===== src/rtl/rc_add_sub_32_reg.sv =====
// Full-adder cell used as one link of the ripple chain.
// Purely combinational; no state.
module rc_fa (
    input  logic a,
    input  logic b,
    input  logic ci,
    output logic s,
    output logic co
);
    logic p;

    assign p  = a ^ b;
    assign s  = p ^ ci;
    assign co = (a & b) | (ci & p);
endmodule

// Ripple-carry adder/subtractor (sna: 0 = a+b, 1 = a-b) with registered y/cout/v.
// Latency: 1 cycle from operands to registered result.
// Backpressure: none; new operands are accepted every cycle, no handshake.
module rc_add_sub_32_reg #(
    parameter int WIDTH = 32
) (
    input  logic             clk,
    input  logic             rst_n,
    input  logic [WIDTH-1:0] a,
    input  logic [WIDTH-1:0] b,
    input  logic             sna,
    output logic [WIDTH-1:0] y,
    output logic             cout,
    output logic             v
);
    logic [WIDTH-1:0] bi;
    logic [WIDTH-1:0] s;
    logic [WIDTH:0]   c;

    // Subtraction as a + ~b + 1: invert b and inject the +1 as carry-in.
    assign c[0] = sna;

    for (genvar i = 0; i < WIDTH; i++) begin : g_chain
        assign bi[i] = b[i] ^ sna;

        rc_fa u_fa (
            .a  (a[i]),
            .b  (bi[i]),
            .ci (c[i]),
            .s  (s[i]),
            .co (c[i+1])
        );
    end

    // Output register cuts the ripple path off from downstream logic.
    always_ff @(posedge clk or negedge rst_n) begin
        if (!rst_n) begin
            y    <= '0;
            cout <= 1'b0;
            v    <= 1'b0;
        end else begin
            y    <= s;
            cout <= c[WIDTH];
            v    <= c[WIDTH] ^ c[WIDTH-1];
        end
    end
endmodule


===== config.mk =====
export PLATFORM = sky130hd
export DESIGN_NAME = rc_add_sub_32_reg
export DESIGN_NICKNAME = d
export VERILOG_FILES = /design/src/rtl/rc_add_sub_32_reg.sv
export SDC_FILE = /design/constraint.sdc
export NUM_CORES = 1
export LEC_CHECK = 0
export CORE_MARGIN = 1.5
export CORE_UTILIZATION = 54
export CTS_CLUSTER_DIAMETER = 80
export DETAILED_ROUTE_END_ITERATION = 16
export DONT_BUFFER_PORTS = 1
export HOLD_SLACK_MARGIN = 0.08
export PLACE_DENSITY = 0.69
export SYNTH_ARGS = -nofsm -noshare
export SYNTH_HDL_FRONTEND = slang
export SYNTH_SLANG_ARGS = --single-unit

===== constraint.sdc =====
create_clock -name clk -period 0.8 [get_ports clk]
set_input_delay 0.12 -clock clk [delete_from_list [all_inputs] [get_ports clk]]
set_output_delay 0.12 -clock clk [all_outputs]
set_load 0.1 [all_outputs]

==> out/results.ini, run 1 <==
[pwr]
power_mw = 11.1
cellPowerDensity_mw_per_mm2 = 3710
power.leakage_nw = 1.34
ir_drop_mv = 2.18

[sta]
hold_violations = 34
fin_hold_ws_ns = -0.469
post-route-min-period_ns = 11.14
fmax_mhz = 89.7
setup-violations-final = 66
rsz0062_at_grt = true
maxSlewHeadroom_pct = 81.2
setup_slack_ns = -10.34
final_max_slew_viol_count = 0

[clock_tree]
cts_setup_buffers = 1
htree_levels = 2
clkSinkCount = 34
ctsResizeCount = 9
cts_hold_buf = 2
clkTransAtPathRegs_ns = 0.07
cts-buffers-inserted = 5
clockRootBuffer = clkbuf_8

[die]
fp_util_pct = 56.3
ios = 101
die_y_um = 65
std_cell_rows = 22
dieArea_mm2 = 0.00423

[route]
drt-initial-drc-count = 28
routed_wl_mm = 4.23
detail-route-antenna-nets = 0
wire_per_inst_um = 16.7
dr.pass1.iters = 3
drc = 0

[synth]
topCombFamilyByArea = adder cells
yosys_register_bits = 34
syn_area_mm2 = 0.00208
ys_seq_share_pct = 41.0
synth_warnings = 0
ys_sh_xor_pct = 14.6
synthMuxAreaShare_pct = 0.482
synth_cell_types = 10
postSynthCellCount = 164
ys_cells = 164
aoi_share_pct = 0

[run]
tool_warnings = 31
drv_cap = 0

[layout]
lay_top_cells = inv_1 (37), buf_12 (34), dfrtp_2 (33), fa_2 (30), xnor2_1 (27)
antenna_cells = 0
fillers = 199
final_common_cell = inv_1
fin_util_pct = 81.4
num-nets-final = 303
area_growth_pct = 44.7

[critical_path]
end_kind = flop
slowest_delay_ns = 0.43
path_max_fanout = 32
cp.required_ns = 0.95
cpMostUsedCell = fa_2
arrival_ns = 11.29

[global_route]
grt_usage_pct = 23.2
grt_pass1_wl_mm = 6.87
antenna_found_initial = 0
grt_pass1_vias = 1453
grt-ovfl-total = 0

[place]
hpwl_mm = 3.51
place.gp.congestion = 0.700
io_buffers = 0
pre_cts_ws_ns = -10.58
placed_cells = 243
dpl_cell_area_mm2 = 0.00290

[status]
outcome = finished with violations
violations = hold timing, setup timing

[worst_hold_path]
hold_path.class = in2async

==> run 1: synthesized netlist by cell type <==
master / instances / area, µm²
inv_1: 61 / 229
dfrtp_1: 34 / 851
fa_1: 31 / 621
xnor2_1: 28 / 245
xor2_1: 3 / 26.3
buf_8: 2 / 30.0
xnor2_2: 2 / 32.5
buf_12: 1 / 20.0
buf_6: 1 / 11.3
mux2i_1: 1 / 10.0
==> run 1: cells by family after synthesis <==
logic type and Yosys count:
xor+xnor 33, fa+ha+maj 31, buf+inv 65, flops 34, mux 1
==> run 1: report_power, final <==
part | leakage (nW) | total (mW) | switching, mW | internal, mW
Clock | 0.0438 | 1.16 | 0.579 | 0.583
Sequential | 0.363 | 2.75 | 0.430 | 2.32
Combinational | 0.937 | 7.23 | 4.66 | 2.58
Total | 1.34 | 11.1 | 5.67 | 5.48
==> run 1: per-layer routing <==
layer	GRT usage [%]	part of all wire [%]	vias up
met2	41.5	58	68
met1	24.0	30	586
met3	6.94	7.6	16
met4	13.0	4.1	0
met5	0	0	-
li1	-	-	508
==> run 1: sequential cells by signal, summed over array words and instances, names as in the netlist <==
register  count
y            32
cout          1
v             1
==> run 1: layout make-up <==
type | instances | area, µm² | area share [%]
clock buffers | 5 | 68.8 | 2.29
clock inverters | 2 | 10.0 | 0.333
inverters | 61 | 229 | 7.62
multi-input cells | 65 | 1030 | 34.2
flip-flops and latches | 34 | 892 | 29.7
well taps | 48 | 60.1 | 2.00
repair buffers | 38 | 716 | 23.8
==> run 1: worst max-delay path: cells and delay by family <==
kind	cells	cell delay, ns
XOR/XNOR	1	0.13
adder cells (fa/ha/maj)	31	10.84
buffers and inverters	3	0.18
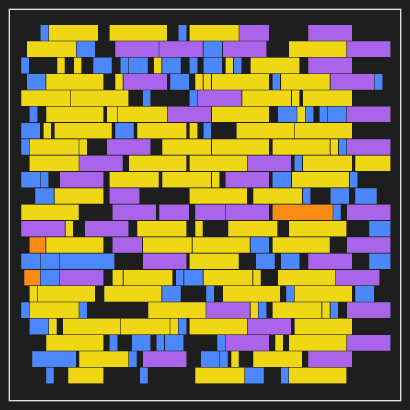
Figure 1: run 1, cell sizes after repair.
(6 px per µm)
yellow -> drive 2  # cells 91, share 44%, most used dfrtp_2
blue -> drive 1 or less  # cells 72, share 35%, most used inv_1
purple -> drive 6 and up  # cells 39, share 19%, most used buf_12
orange -> drive 3 to 4  # cells 3, share 1.5%, most used buf_4

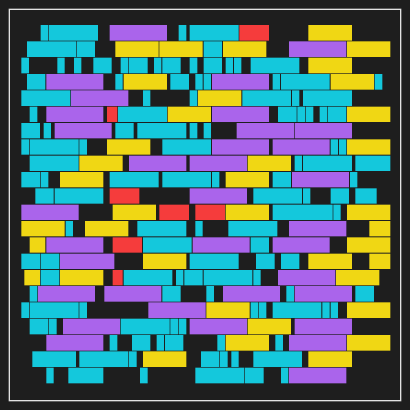
Figure 2: run 1, cell classes on the final placement.
(6 px per µm)
purple -> flip-flops  # cells 34, share of their area 30%
cyan -> all other logic  # cells 126, share of their area 43%
red -> clock drivers and dummy loads  # cells 7, share of their area 2.7%
yellow -> other buffers and delay cells  # cells 38, share of their area 24%

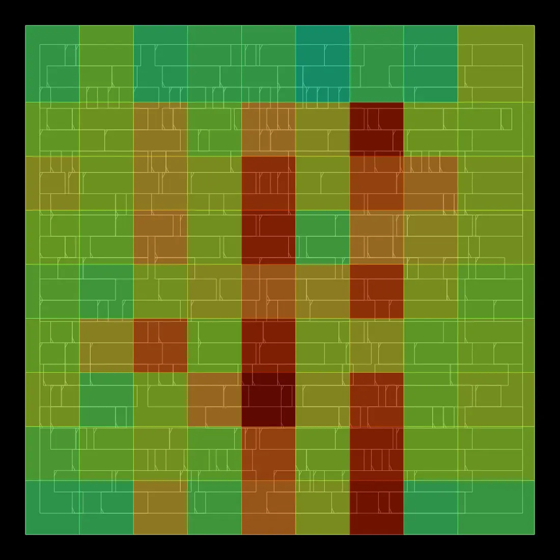
Figure 3: run 1, routing congestion.
met2 usage: 41.5%
met3 track demand over resource: 6.94%

==> inputs of run 2 (changes only) <==
- HOLD_SLACK_MARGIN: 0.08 -> 0.05
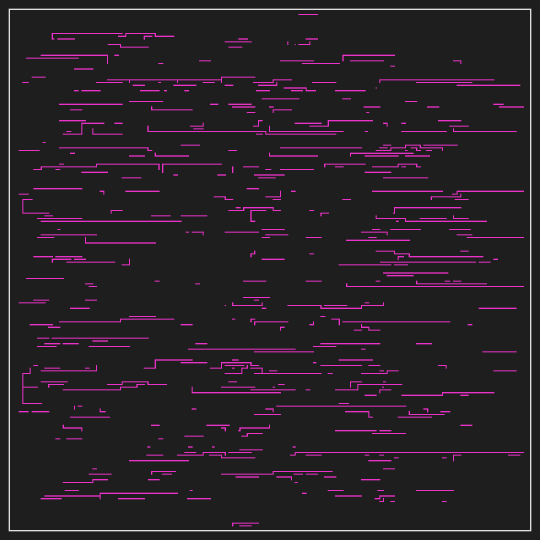
Figure 4: run 2, M1 wires.
(8 px per µm)
wire length on this layer = 1280 µm
main direction = horizontal
nets with wire on the layer = 256
longest straight run = 28.5 µm

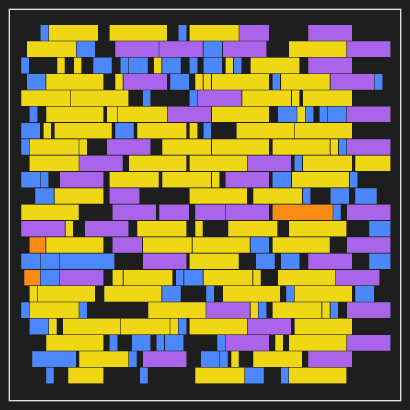
Figure 5: run 2, cell sizes after repair.
(6 px per µm)
blue -> drive 1 or less  # cells 72, share 35%, most used inv_1
orange -> drive 3 to 4  # cells 3, share 1.5%, most used buf_4
yellow -> drive 2  # cells 91, share 44%, most used dfrtp_2
purple -> drive 6 and up  # cells 39, share 19%, most used buf_12

==> out/results.ini, run 2 <==
[synth]
yosysTopAreaCellShare_pct = 41.0  ; unchanged
synthArstFlopShare_pct = 100  ; unchanged
common_cells = inv_1 (61), dfrtp_1 (34), fa_1 (31)
syn_area_mm2 = 0.00208  ; unchanged
synth_warnings = 0  ; unchanged
synth_cell_types = 10  ; unchanged
yosysMostFrequentCell = inv_1
ff_type = dfrtp_1

[route]
met2_length_mm = 2.45  ; unchanged
dr_wl_met3_um = 322  ; unchanged
drc = 0  ; unchanged
topRoutingLayerUsed = met4
wl_met1_mm = 1.28  ; unchanged
dr.pass1.iters = 3  ; unchanged
detail-route-antenna-nets = 0  ; unchanged
routed_wl_mm = 4.23  ; unchanged

[sta]
setup-violations-final = 66  ; unchanged
final_max_slew_viol_count = 0  ; unchanged
hold_violations = 34  ; unchanged
setup_slack_ns = -10.34  ; unchanged
fin_hold_ws_ns = -0.469  ; unchanged

[global_route]
antenna_found_initial = 0  ; unchanged

[clock_tree]
clkSinkCount = 34  ; unchanged
cts_hold_buf = 2  ; unchanged
cts-buffers-inserted = 5  ; unchanged

[place]
pre_cts_ws_ns = -10.58  ; unchanged
placed_cells = 243  ; unchanged

[critical_path]
arrival_ns = 11.29  ; about the same
cpMostUsedCell = fa_2
path_buffers = 3  ; unchanged
cp.required_ns = 0.95  ; about the same

[layout]
fin_util_pct = 81.4  ; unchanged
largest_reg_flops = 32  ; unchanged
final_common_cell = inv_1
largest-register = y
reg.largest.list = y (32), cout (1), v (1)

[pwr]
power.leakage_nw = 1.34  ; unchanged
netSwitchingFraction_pct = 50.8  ; unchanged
p_int_mw = 5.48  ; unchanged
power_mw = 11.1  ; unchanged

[worst_hold_path]
hold_path.class = in2async

[status]
outcome = finished with violations
violations = hold timing, setup timing

[die]
fp_util_pct = 56.3  ; unchanged
die_y_um = 65  ; unchanged
ios = 101  ; unchanged

run 2: layout make-up:
class,count,area [µm²]
clock buffers,5,68.8
clock inverters,2,10.0
fillers,199,684
inverters,61,229
multi-input cells,65,1030
flip-flops and latches,34,892
well taps,48,60.1
repair buffers,38,716
run 2: logic make-up after synthesis:
group | after synthesis | synth area share, %
buf+inv | 65 | 14.0
flops | 34 | 41.0
mux | 1 | 0.482
fa+ha+maj | 31 | 29.9
xor+xnor | 33 | 14.6
run 2: how the worst max path moves through the flow:
stage / endpoint / slack (ns) / cells past startpoint
global placement: y[31] / -10.33 / 35
finish: y[31] / -10.34 / 35
detailed placement: y[31] / -10.58 / 35
global route: y[31] / -10.56 / 35
floorplan: y[31] / -10.41 / 37
CTS: y[31] / -10.36 / 35
run 2: power groups by stage:
stage	logic, mW	registers [mW]	clock network (mW)
6_report	7.23	2.75	1.16
2_1_floorplan	0.935	6.22	0
5_1_grt	7.50	2.79	1.26
3_5_place_dp	7.12	2.78	0
4_1_cts	7.21	2.76	1.20
3_3_place_gp	6.90	2.75	0
run 2: what timing repair did:
item / 4_1_cts / 5_1_grt
setup endpoints to repair: 66 / 66
setup buffers: 1 / 0
endpoints found under the hold margin: 36 / 35
resized: 9 / 13
run 2: layer usage:
layer  up-vias  GRT usage, %
li1        508             -
met1       586          24.0
met2        68          41.5
met3        16          6.94
met4         0          13.0
met5         -             0
Figure 6. Zoomed window (run 2).
Window x 4 to 29, y 36 to 61 µm. Cells in gray, sequential cells in the stronger gray; small squares are vias.
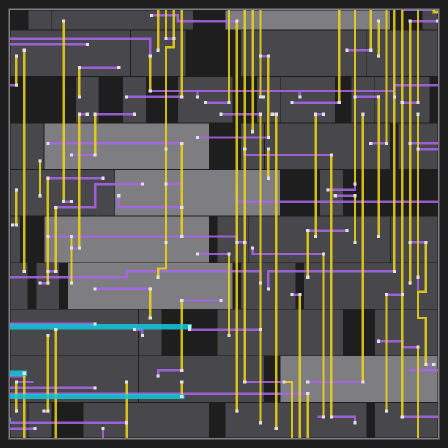

==> inputs of run 3 (changes only) <==
- CELL_PAD_IN_SITES_DETAIL_PLACEMENT: default -> 1
- CELL_PAD_IN_SITES_GLOBAL_PLACEMENT: default -> 2
- CORE_UTILIZATION: 54 -> 38
- CTS_CLUSTER_DIAMETER: 80 -> 60
- PLACE_DENSITY: 0.69 -> default
- PLACE_DENSITY_LB_ADDON: default -> 0.1
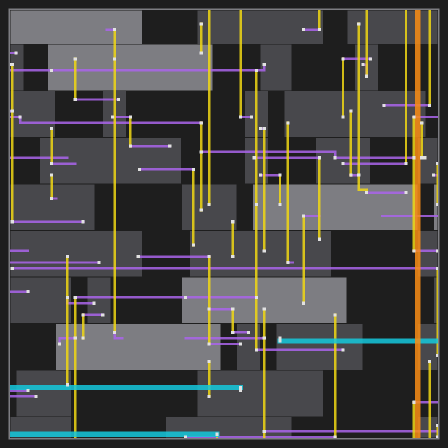
Figure 7: run 3, zoomed window.
Window x 7 to 32, y 45 to 70 µm. Cells in gray, sequential cells in the stronger gray; small squares are vias.
yellow -> met2
orange -> met4
cyan -> met3
purple -> met1
netlist names of flops here include = y (5)
cells with their middle in the window = 27
most frequent = inv_1 (7), fa_2 (5), dfrtp_2 (5)
sequential cells in the window = 5

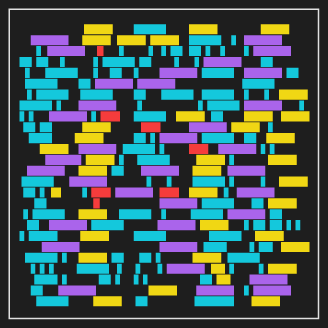
Figure 8: run 3, cell classes on the final placement.
(4 px per µm)
purple -> flip-flops  # cells 34, share of their area 30%
cyan -> all other logic  # cells 126, share of their area 43%
red -> clock drivers and dummy loads  # cells 7, share of their area 2.7%
yellow -> other buffers and delay cells  # cells 37, share of their area 24%

==> out/results.ini, run 3 <==
[status]
outcome = finished with violations
violations = hold timing, setup timing

[die]
ios = 101  ; unchanged
dieArea_mm2 = 0.00592
fp_util_pct = 40.1  ; -16 points
core_area_mm2 = 0.00517
die_y_um = 76.9  ; +18%
die_w_um = 76.9

[sta]
final_max_slew_viol_count = 0  ; unchanged
fmax_mhz = 91.1
rsz0062_at_grt = true
fin_hold_ws_ns = -0.471  ; -0.00265 ns
tightest_slew_ns = 0.295
setup-violations-final = 66  ; unchanged
hold_violations = 34  ; unchanged
setup_slack_ns = -10.17  ; +0.170 ns

[clock_tree]
cts_hold_buf = 2  ; unchanged
cts_tree = done
clockRootBuffer = clkbuf_8
cts_setup_buffers = 0  ; -1
ctsResizeCount = 6  ; -3
cts-buffers-inserted = 5  ; unchanged
clkSinkCount = 34  ; unchanged

[critical_path]
end_kind = flop
critical_path_class = in2reg
arrival_ns = 11.12  ; -0.17 ns
cp.required_ns = 0.95  ; about the same
cpMostUsedCell = fa_2

[global_route]
grt_pass1_vias = 1469
grt_start_max_net_pins = 35
antenna_found_initial = 0  ; unchanged
use_met3_pct = 5.00  ; -1.9 points
grt_util_met2_pct = 30.9  ; -11 points
met1_usage_pct = 17.9  ; -6.1 points
busiest_layer = met2
grt_pass1_wl_mm = 7.41

[layout]
reg.largest.list = y (32), cout (1), v (1)
largest_reg_flops = 32  ; unchanged
fin_util_pct = 58.6  ; -23 points
final_common_cell = inv_1
antenna_cells = 0
largest-register = y
fillers = 489  ; +150%

[synth]
yosysTopAreaCellShare_pct = 41.0  ; unchanged
ff_type = dfrtp_1
yosysMostFrequentCell = inv_1
syn_nets = 262
syn_avg_cell_area_um2 = 12.7
common_cells = inv_1 (61), dfrtp_1 (34), fa_1 (31)
synth_cell_types = 10  ; unchanged
syn_area_mm2 = 0.00208  ; unchanged
yosys_register_bits = 34
synthArstFlopShare_pct = 100  ; unchanged
edf_count = 0
synth_warnings = 0  ; unchanged

[route]
routed_wl_mm = 4.30  ; +1.6%
dr.pass1.iters = 2  ; -1
detail-route-antenna-nets = 0  ; unchanged
drc = 0  ; unchanged
viasPerCell = 4.32

[worst_hold_path]
hold_path.class = in2async

[place]
placed_cells = 265  ; +9.1%

[pwr]
power.leakage_nw = 1.35  ; +0.46%
power_mw = 11.1  ; -0.68%

==> run 3: where the power goes <==
| group | internal (mW) | switching, mW | total [mW] | leakage, nW |
|---|---|---|---|---|
| logic | 2.54 | 4.60 | 7.14 | 0.943 |
| clock network | 0.584 | 0.597 | 1.18 | 0.0438 |
| registers | 2.32 | 0.428 | 2.75 | 0.363 |
==> run 3: cell type report <==
type	instances	area, µm²	area share [%]
clock inverters	2	10.0	0.330
clock buffers	5	68.8	2.27
flip-flops and latches	34	892	29.4
multi-input cells	65	1040	34.2
repair buffers	37	708	23.4
inverters	61	229	7.55
well taps	70	87.6	2.89
==> run 3: worst max-delay path by stage <==
| stage | endpoint | slack (ns) | depth (start not counted) |
|---|---|---|---|
| floorplan | y[31] | -10.41 | 37 |
| global placement | y[31] | -10.38 | 35 |
| detailed placement | y[31] | -10.48 | 35 |
| CTS | y[31] | -10.21 | 35 |
| global route | y[31] | -10.42 | 35 |
| finish | y[31] | -10.17 | 35 |
==> run 3: through the flow <==
step / worst slack, ns / area [µm²]
after detailed placement: -10.48 / 2930
after global placement: -10.38 / 2930
after CTS: -10.21 / 3030
final: -10.17 / 3030
after global routing: -10.42 / 3030
after floorplan: -10.41 / 2220
==> run 3: kinds of logic (layout without fill, tap and decap cells) <==
group | Yosys count | after routing | share of synthesized area (%)
flip-flops | 34 | 34 | 41.0
multiplexers | 1 | 1 | 0.482
buffers and inverters | 65 | 105 | 14.0
XOR/XNOR | 33 | 33 | 14.6
adder cells (fa/ha/maj) | 31 | 31 | 29.9
==> run 3: worst max-delay path, delay by kind of cell <==
kind       cells  cell delay, ns
xor+xnor       1            0.13
fa+ha+maj     31           10.69
buf+inv        3            0.17
==> run 3: routing by layer <==
metal,up-vias,part of all wire (%)
met5,-,0
li1,507,-
met2,61,56
met1,609,34
met4,0,2.2
met3,8,7.1
Power is estimated from default activity; no workload was simulated.
